[src/rtl/fir_sample_sequencer.sv]
`default_nettype none
// ============================================================================
// Module      : fir_sample_sequencer
// Description : Front-end sequencer for a time-multiplexed FIR filter.
//               Launches one filter run per accepted sample, captures the
//               result after a fixed latency, owns the coefficient
//               registers and counts samples dropped while busy.
// Revision    : 1.0 - initial release
// ============================================================================
module fir_sample_sequencer #(
  parameter int N     = 16,
  parameter int LAT   = 6,
  parameter int CNT_W = 8
) (
  input  logic             clk,
  input  logic             rst,
  input  logic             enable,
  input  logic             s_strobe,
  input  logic [N-1:0]     s_data,
  input  logic             cfg_we,
  input  logic [1:0]       cfg_addr,
  input  logic [N-1:0]     cfg_wdata,
  output logic             fir_en,
  output logic [N-1:0]     fir_x,
  output logic [N-1:0]     fir_b0,
  output logic [N-1:0]     fir_b1,
  input  logic [N-1:0]     fir_y,
  output logic             y_valid,
  output logic [N-1:0]     y_data,
  output logic             busy,
  output logic             overrun,
  output logic [CNT_W-1:0] drop_cnt
);

  // Wait counter must be able to hold LAT itself.
  localparam int WCW = (LAT < 2) ? 1 : $clog2(LAT + 1);

  typedef enum logic [1:0] {
    S_IDLE    = 2'd0,
    S_LAUNCH  = 2'd1,
    S_WAIT    = 2'd2,
    S_CAPTURE = 2'd3
  } state_t;

  state_t         state;
  logic [WCW-1:0] wait_cnt;
  logic [N-1:0]   b0_stage;
  logic [N-1:0]   b1_stage;
  logic           pending;

  logic accept;
  logic drop;
  logic clear;
  logic wr_b0;
  logic wr_b1;

  assign accept = (state == S_IDLE) && s_strobe && enable;
  assign drop   = (state != S_IDLE) && s_strobe && enable;
  assign clear  = cfg_we && (cfg_addr == 2'd2);
  assign wr_b0  = cfg_we && (cfg_addr == 2'd0);
  assign wr_b1  = cfg_we && (cfg_addr == 2'd1);

  // Sequencing FSM: launch, fixed-latency wait, capture, with registered pulses.
  always_ff @(posedge clk or negedge rst) begin
    if (!rst) begin
      state    <= S_IDLE;
      wait_cnt <= '0;
      fir_en   <= 1'b0;
      fir_x    <= '0;
      y_valid  <= 1'b0;
      y_data   <= '0;
      busy     <= 1'b0;
    end else begin
      fir_en  <= 1'b0;
      y_valid <= 1'b0;
      case (state)
        S_IDLE: begin
          if (accept) begin
            state  <= S_LAUNCH;
            fir_x  <= s_data;
            fir_en <= 1'b1;
            busy   <= 1'b1;
          end
        end
        S_LAUNCH: begin
          wait_cnt <= WCW'(LAT);
          state    <= S_WAIT;
        end
        S_WAIT: begin
          if (wait_cnt == WCW'(1)) begin
            state <= S_CAPTURE;
          end else begin
            wait_cnt <= wait_cnt - WCW'(1);
          end
        end
        S_CAPTURE: begin
          y_data  <= fir_y;
          y_valid <= 1'b1;
          busy    <= 1'b0;
          state   <= S_IDLE;
        end
        default: begin
          state <= S_IDLE;
          busy  <= 1'b0;
        end
      endcase
    end
  end

  // Coefficient staging; staged values reach the filter only while idle.
  always_ff @(posedge clk or negedge rst) begin
    if (!rst) begin
      b0_stage <= '0;
      b1_stage <= '0;
      fir_b0   <= '0;
      fir_b1   <= '0;
      pending  <= 1'b0;
    end else begin
      if ((state == S_IDLE) && pending) begin
        fir_b0  <= b0_stage;
        fir_b1  <= b1_stage;
        pending <= 1'b0;
      end
      // A write landing in an apply cycle re-arms pending for the next idle cycle.
      if (wr_b0) begin
        b0_stage <= cfg_wdata;
        pending  <= 1'b1;
      end
      if (wr_b1) begin
        b1_stage <= cfg_wdata;
        pending  <= 1'b1;
      end
    end
  end

  // Drop status: sticky overrun and saturating counter; a clear beats a drop.
  always_ff @(posedge clk or negedge rst) begin
    if (!rst) begin
      overrun  <= 1'b0;
      drop_cnt <= '0;
    end else if (clear) begin
      overrun  <= 1'b0;
      drop_cnt <= '0;
    end else if (drop) begin
      overrun <= 1'b1;
      if (drop_cnt != {CNT_W{1'b1}}) begin
        drop_cnt <= drop_cnt + CNT_W'(1);
      end
    end
  end

endmodule
`default_nettype wire
[config.mk]
export PLATFORM = sky130hd
export DESIGN_NAME = fir_sample_sequencer
export DESIGN_NICKNAME = d
export VERILOG_FILES = /design/src/rtl/fir_sample_sequencer.sv
export SDC_FILE = /design/constraint.sdc
export NUM_CORES = 1
export LEC_CHECK = 0
export ABC_AREA = 1
export CAP_MARGIN = 25
export CORE_MARGIN = 3
export CORE_UTILIZATION = 45
export DETAILED_ROUTE_END_ITERATION = 8
export GPL_TIMING_DRIVEN = 0
export PLACE_DENSITY = 0.75
export RECOVER_POWER = 100
export SLEW_MARGIN = 20
export SYNTH_ARGS = -nofsm -noshare
export SYNTH_HDL_FRONTEND = slang
export SYNTH_SLANG_ARGS = --single-unit
[constraint.sdc]
create_clock -name clk -period 1.7 [get_ports clk]
set_input_delay 0.17 -clock clk [delete_from_list [all_inputs] [get_ports clk]]
set_output_delay 0.17 -clock clk [all_outputs]
set_load 0.05 [all_outputs]
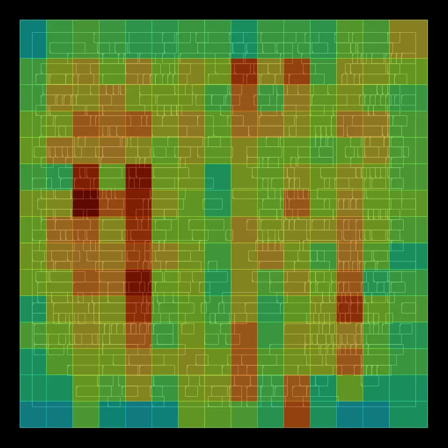
Run 1: routing congestion map
total track usage: 0.197
Final Util: 0.668
global route hottest layer: met2
met1 Use GR: 0.252

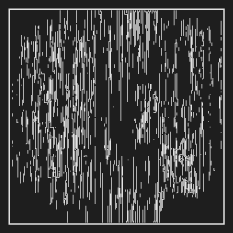
Run 1: metal 2
(2 px per um)
wire length on this layer: 5,140 um
longest straight run: 39.8 um
share of all routed wire: 49%
nets with wire on the layer: 548
main direction: vertical
vias post-DR: 3,443
drt total wl: 10.6 mm
GR Util met2: 0.316

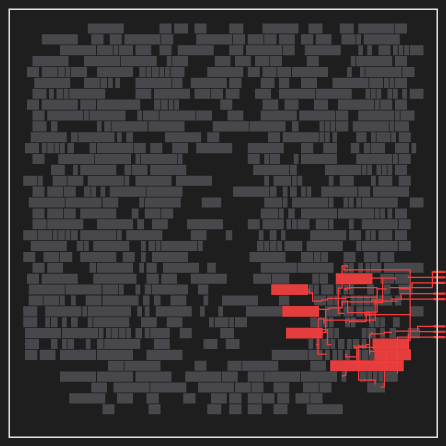
Run 1: nets reached from selected ports
(4 px per um)
| port | color | direction | edge | end cells | wire |
|---|---|---|---|---|---|
| drop_cnt | red | output | right | 8 | 393 um |
IO buf count: 130
num ports: 131

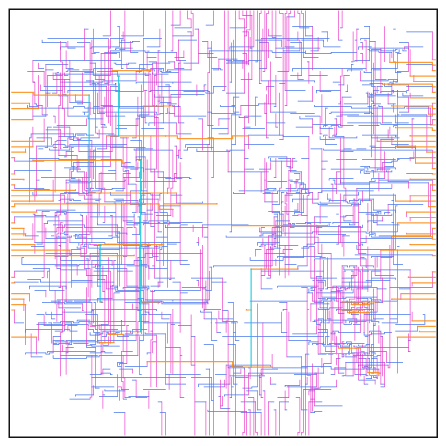
Run 1: metal layers overlaid
(4 px per um)
| layer | color | wire length |
|---|---|---|
| metal 1 | blue | 4,590 um |
| metal 2 | magenta | 5,140 um |
| metal 4 | cyan | 121 um |
| metal 3 | orange | 738 um |
WL/cell: 15.0 um

==> qor.txt, run 1 <==
Hold Path Stages - 3
Worst Path Arrival - 1480 ps
Maximum clock frequency - 0.607 GHz
Outcome - finished, final reports clean
Final GP Congestion - 0.851
Final #Nets - 622
Die area - 11,400 um2
TritonCTS clock tree - built
Setup TNS - 0 ps
Post-Synthesis Cells - 408
Peak supply drop - 0.00126 V
Top power group - combinational logic
Detailed Route Iter0 Violations - 104
Number of max-cap violations - 0
Pwr dens - 2120 nW/um2
Fin worst setup slack - 53.1 ps
Final Hold Viols - 0
Min-delay src - s_data[0]
Met1 wire length - 4.59 mm
Switching share of power - 0.432
Cell Int Power - 7.91 mW
Sequential fraction of the synthesis area - 0.626
Crit path max fanout - 5
R2R cell count - 5
Vias/cell - 4.88
Sink Count - 114
Antenna-violating nets left - 0
Final period util - 0.969
Reg-to-reg startpoint - state[0]$_DFFE_PN0P_
Clock Path Buffers - 2
Flop pwr share - 0.303
Floorplan Nets - 471
Met3 global-route usage - 0.0698
Total power - 13.9 mW
DR WL met2 - 5.14 mm
Top cell category - flip-flops and latches
Dominant cell type by area after synthesis - dfrtp_1
Comb gates - 248
Crit path max-delay family - buffers and inverters
Top Layer Used - met4
Post-synth regs - 114
CTS resizes - 77
Final hold slack - 185 ps
Max-slew violations - 0
Logic area - 1490 um2
Buffers, non-clock - 145
Worst-path clk slew - 60 ps
Setup violators final - 0
Worst reg2reg setup slack - 120 ps
Worst hold endpoint - fir_x[0]$_DFFE_PN0P_
Most frequent logic cells in the routed design - 116 x nand2_1, 114 x dfrtp_1, 69 x dlygate4sd2_1, 52 x clkdlybuf4s50_1, 48 x mux2_2
HP Class - input pin to flip-flop
Combinational power - 6.11 mW
RSZ-0062 raised after global routing - no
Yosys cell types - 28
Req. time, crit path - 1530 ps
Global route overflow - 0
# DRC - 0
Max incr delay on CP - 550 ps
Combinational share of cell area - 0.228
Synthesis area per yosys - 4560 um2
Leakage power - 3.30 nW
Postcts setup bufs - 0
Tapcells - 133
Clk pwr share - 0.258
Final antenna diode count - 0
Slowest CP cell - dlygate4sd2_1
TritonCTS Buffers - 17
# Cells Yosys - 408
Clock Skew - 11.4 ps
Slew HR - 0.431
Most frequent logic cell in the layout - nand2_1
# placed instances - 672
Post-CTS Hold Fix Bufs - 1
Setup WS pre-CTS - 50.6 ps
Async set-reset flop share out of synthesis - 1.00
H-tree depth - 4
Syn Area/Cell - 11.2 um2
Top_reg_cell synth - dfrtp_1
Clock buffer count - 18
Area leader share - 0.626
Bufs and invs on worst path - 1
Crit-path cells - dlygate4sd2_1
Worst-Skew Late Latency - 510 ps
Comb pwr share - 0.439
[run 1: cell usage after synthesis (all sizes together), types with 2 or more instances]
cell / count
clkbuf: 2
ha: 8
buf: 11
mux2: 48
o21bai: 2
nand2: 119
o21ai: 37
inv: 33
nand3: 15
dfrtp: 114
nor2: 9
a21oi: 4
[run 1: state kept, by name (all words and copies together), names as in the netlist]
name,count
fir_b0,16
overrun,1
fir_x,16
fir_en,1
drop_cnt,8
fir_b1,16
busy,1
y_data,16
state,2
y_valid,1
pending,1
wait_cnt,3
b1_stage,16
b0_stage,16
[run 1: how the worst max path moves through the flow]
stage | start | endpoint | cells past startpoint
2_1_floorplan | drop_cnt[1]$_DFFE_PN0P_ | drop_cnt[3]$_DFFE_PN0P_ | 7
3_3_place_gp | rst | b0_stage[14]$_DFFE_PN0P_ | 1
3_5_place_dp | state[0]$_DFFE_PN0P_ | fir_x[4]$_DFFE_PN0P_ | 7
4_1_cts | drop_cnt[2]$_DFFE_PN0P_ | drop_cnt[2] | 1
5_1_grt | drop_cnt[1]$_DFFE_PN0P_ | drop_cnt[1] | 1
6_report | drop_cnt[1]$_DFFE_PN0P_ | drop_cnt[1] | 1
[run 1: metrics by stage]
stage	instance area (um2)	util
2_1_floorplan	4560	-
3_3_place_gp	6020	0.613
3_5_place_dp	6050	0.616
4_1_cts	6580	0.670
5_1_grt	6560	0.668
6_report	6560	0.668
[run 1: cells by family (layout without fill, tap and decap cells)]
kind of cell	after synthesis	after routing	share of synthesized area
AND-OR/OR-AND	46	46	0.0544
XOR/XNOR	1	1	0.00192
adder cells (fa/ha/maj)	8	8	0.0220
buffers and inverters	46	210	0.0459
flip-flops	114	114	0.626
multiplexers	48	48	0.119
AND/OR/NAND/NOR	145	145	0.131
Run 1, ports around the boundary:
(2 px per um) Pins as bars across the die edge, other pins in gray.
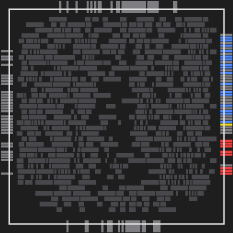

## Run 2: what changed since run 1
--- a/config.mk
+++ b/config.mk
@@ -7,12 +7,12 @@
 export LEC_CHECK = 0
 export ABC_AREA = 1
 export CAP_MARGIN = 25
-export CORE_MARGIN = 3
 export CORE_UTILIZATION = 45
 export DETAILED_ROUTE_END_ITERATION = 8
 export GPL_TIMING_DRIVEN = 0
 export PLACE_DENSITY = 0.75
 export RECOVER_POWER = 100
+export SKIP_LAST_GASP = 1
 export SLEW_MARGIN = 20
 export SYNTH_ARGS = -nofsm -noshare
 export SYNTH_HDL_FRONTEND = slang
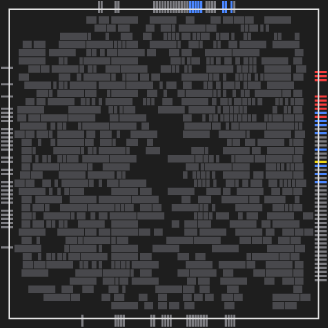
Run 2: ports around the boundary
(3 px per um) Pins as bars across the die edge, other pins in gray.
| port | color | pins | direction | edge |
|---|---|---|---|---|
| drop_cnt | red | 8 | output | right |
| fir_x | blue | 16 | output | 8 top, 8 right |
| s_strobe | yellow | 1 | input | right |
Chip Width: 103 um
die y size: 103 um

==> qor.txt, run 2 <==
CP Depth - 1 (unchanged)
Sink Count - 114 (unchanged)
Worst-Skew Late Latency - 500 ps (about the same)
Final Cell Area - 6540 um2 (-0.23%)
WL/cell - 14.4 um (-3.9%)
Sequential fraction of the synthesis area - 0.626 (unchanged)
Maximum clock frequency - 0.600 GHz (-1.3%)
Final antenna diode count - 0 (unchanged)
DP Area - 6050 um2 (unchanged)
Postcts setup bufs - 0 (unchanged)
Cell Int Power - 7.83 mW (-1.0%)
Yosys cell types - 28 (unchanged)
Flop pwr share - 0.307 (+0.004)
Syn Area/Cell - 11.2 um2 (unchanged)
Most frequent cell after synthesis - nand2_1
Most frequent logic cell in the layout - nand2_1
Reg-to-reg startpoint - state[0]$_DFFE_PN0P_
Final Hold Viols - 0 (unchanged)
Crit path max-delay family - buffers and inverters
Peak supply drop - 0.00107 V (-15%)
Crit path max fanout - 6 (+1)
Logic area - 1510 um2 (+0.84%)
Fin worst setup slack - 32.1 ps (-21.0 ps)
Min-delay src - s_data[9]
Detailed Route Iter0 Violations - 90 (-13%)
Vias/cell - 4.81 (-1.4%)
Synthesis area per yosys - 4560 um2 (unchanged)
Top post-synthesis cells by count - 116 x nand2_1, 114 x dfrtp_1, 48 x mux2_2
Floorplan Nets - 471 (unchanged)
Max incr delay on CP - 540 ps (about the same)
# placed instances - 672 (unchanged)
R2R cell count - 5 (unchanged)
Area leader share - 0.626 (unchanged)
Final period util - 0.981 (+0.0124)
Comb pwr share - 0.444 (+0.005)
Total track usage - 0.208 (+0.0107)
Slew HR - 0.226 (-0.205)
Slowest CP cell - clkdlybuf4s15_1
Clock Path Buffers - 2 (unchanged)
Outcome - finished, final reports clean
# Cells Yosys - 408 (unchanged)
Final #Nets - 622 (unchanged)
Post-Synthesis Cells - 408 (unchanged)
Post-synth regs - 114 (unchanged)
Antenna-violating nets left - 0 (unchanged)
Post-CTS Hold Fix Bufs - 1 (unchanged)
Req. time, crit path - 1530 ps (about the same)
Num ports - 131 (unchanged)
Max-slew violations - 0 (unchanged)
Drt total wl - 10.2 mm (-3.9%)
Pwr dens - 2100 nW/um2 (-1.1%)
Most frequent logic cells in the routed design - 116 x nand2_1, 114 x dfrtp_1, 71 x dlygate4sd2_1, 52 x clkdlybuf4s50_1, 48 x mux2_2
Leakage power - 3.30 nW (about the same)
Clock Skew - 6.35 ps (-5.03 ps)
Worst Setup EP - drop_cnt[3]
Dominant cell type by area after synthesis - dfrtp_1
Setup WS pre-CTS - 15.0 ps (-35.7 ps)
Worst hold endpoint - fir_x[9]$_DFFE_PN0P_
HP Class - input pin to flip-flop
Switching share of power - 0.430 (-0.00162)
Bufs and invs on worst path - 1 (unchanged)
IO buf count - 130 (unchanged)
-- run 2: netlist changes by cell type in the layout (fill, tap and decap cells not counted), sizes merged --
cell / delta
clkbuf: +5
dlygate4sd2: +2
inv: -2
bufinv: -1
clkdlybuf4s15: -2
buf: -3
clkinvlp: +1
-- run 2: kinds of logic after synthesis --
logic type | share of synthesized area
compound gates | 0.0544
xor+xnor | 0.00192
fa+ha+maj | 0.0220
buf+inv | 0.0459
flops | 0.626
mux | 0.119
simple gates | 0.131
-- run 2: worst reg2reg max path: stages (launching register included) --
cell and delay, ps:
dfrtp_1 400, inv_1 130, ha_1 330, nand2_2 200, buf_6 200, mux2_2 280
-- run 2: area by class of cell --
class                           count  area share
Buffer                             13      0.0122
Clock buffer                       20      0.0696
Clock inverter                     12      0.0201
Inverter                           33      0.0193
Multi-Input combinational cell    248       0.230
Sequential cell                   114       0.436
Tap cell                          133      0.0254
Timing Repair Buffer              132       0.187
-- run 2: metal layers --
metal / wire [um] / part of all wire / vias up
met5: 0 / 0 / -
met4: 97 / 0.0095 / 0
met3: 733 / 0.072 / 8
met2: 5050 / 0.50 / 111
met1: 4290 / 0.42 / 1641
li1: - / - / 1634
-- run 2: through the flow --
step	hold WS [ps]	power, mW
3_5_place_dp	128	11.0
5_1_grt	190	14.4
6_report	209	13.7
2_1_floorplan	-126	8.70
4_1_cts	158	13.9
3_3_place_gp	461	10.8
-- run 2: power by group through the flow --
| stage | Combinational (mW) | Sequential (mW) | Clock [mW] |
|---|---|---|---|
| detailed placement | 6.68 | 4.28 | 0 |
| global route | 6.48 | 4.34 | 3.63 |
| floorplan | 1.72 | 6.98 | 0 |
| finish | 6.10 | 4.22 | 3.42 |
| global placement | 6.55 | 4.24 | 0 |
| CTS | 6.17 | 4.23 | 3.49 |
No activity file was given, so power comes from the tool's default toggle rates.
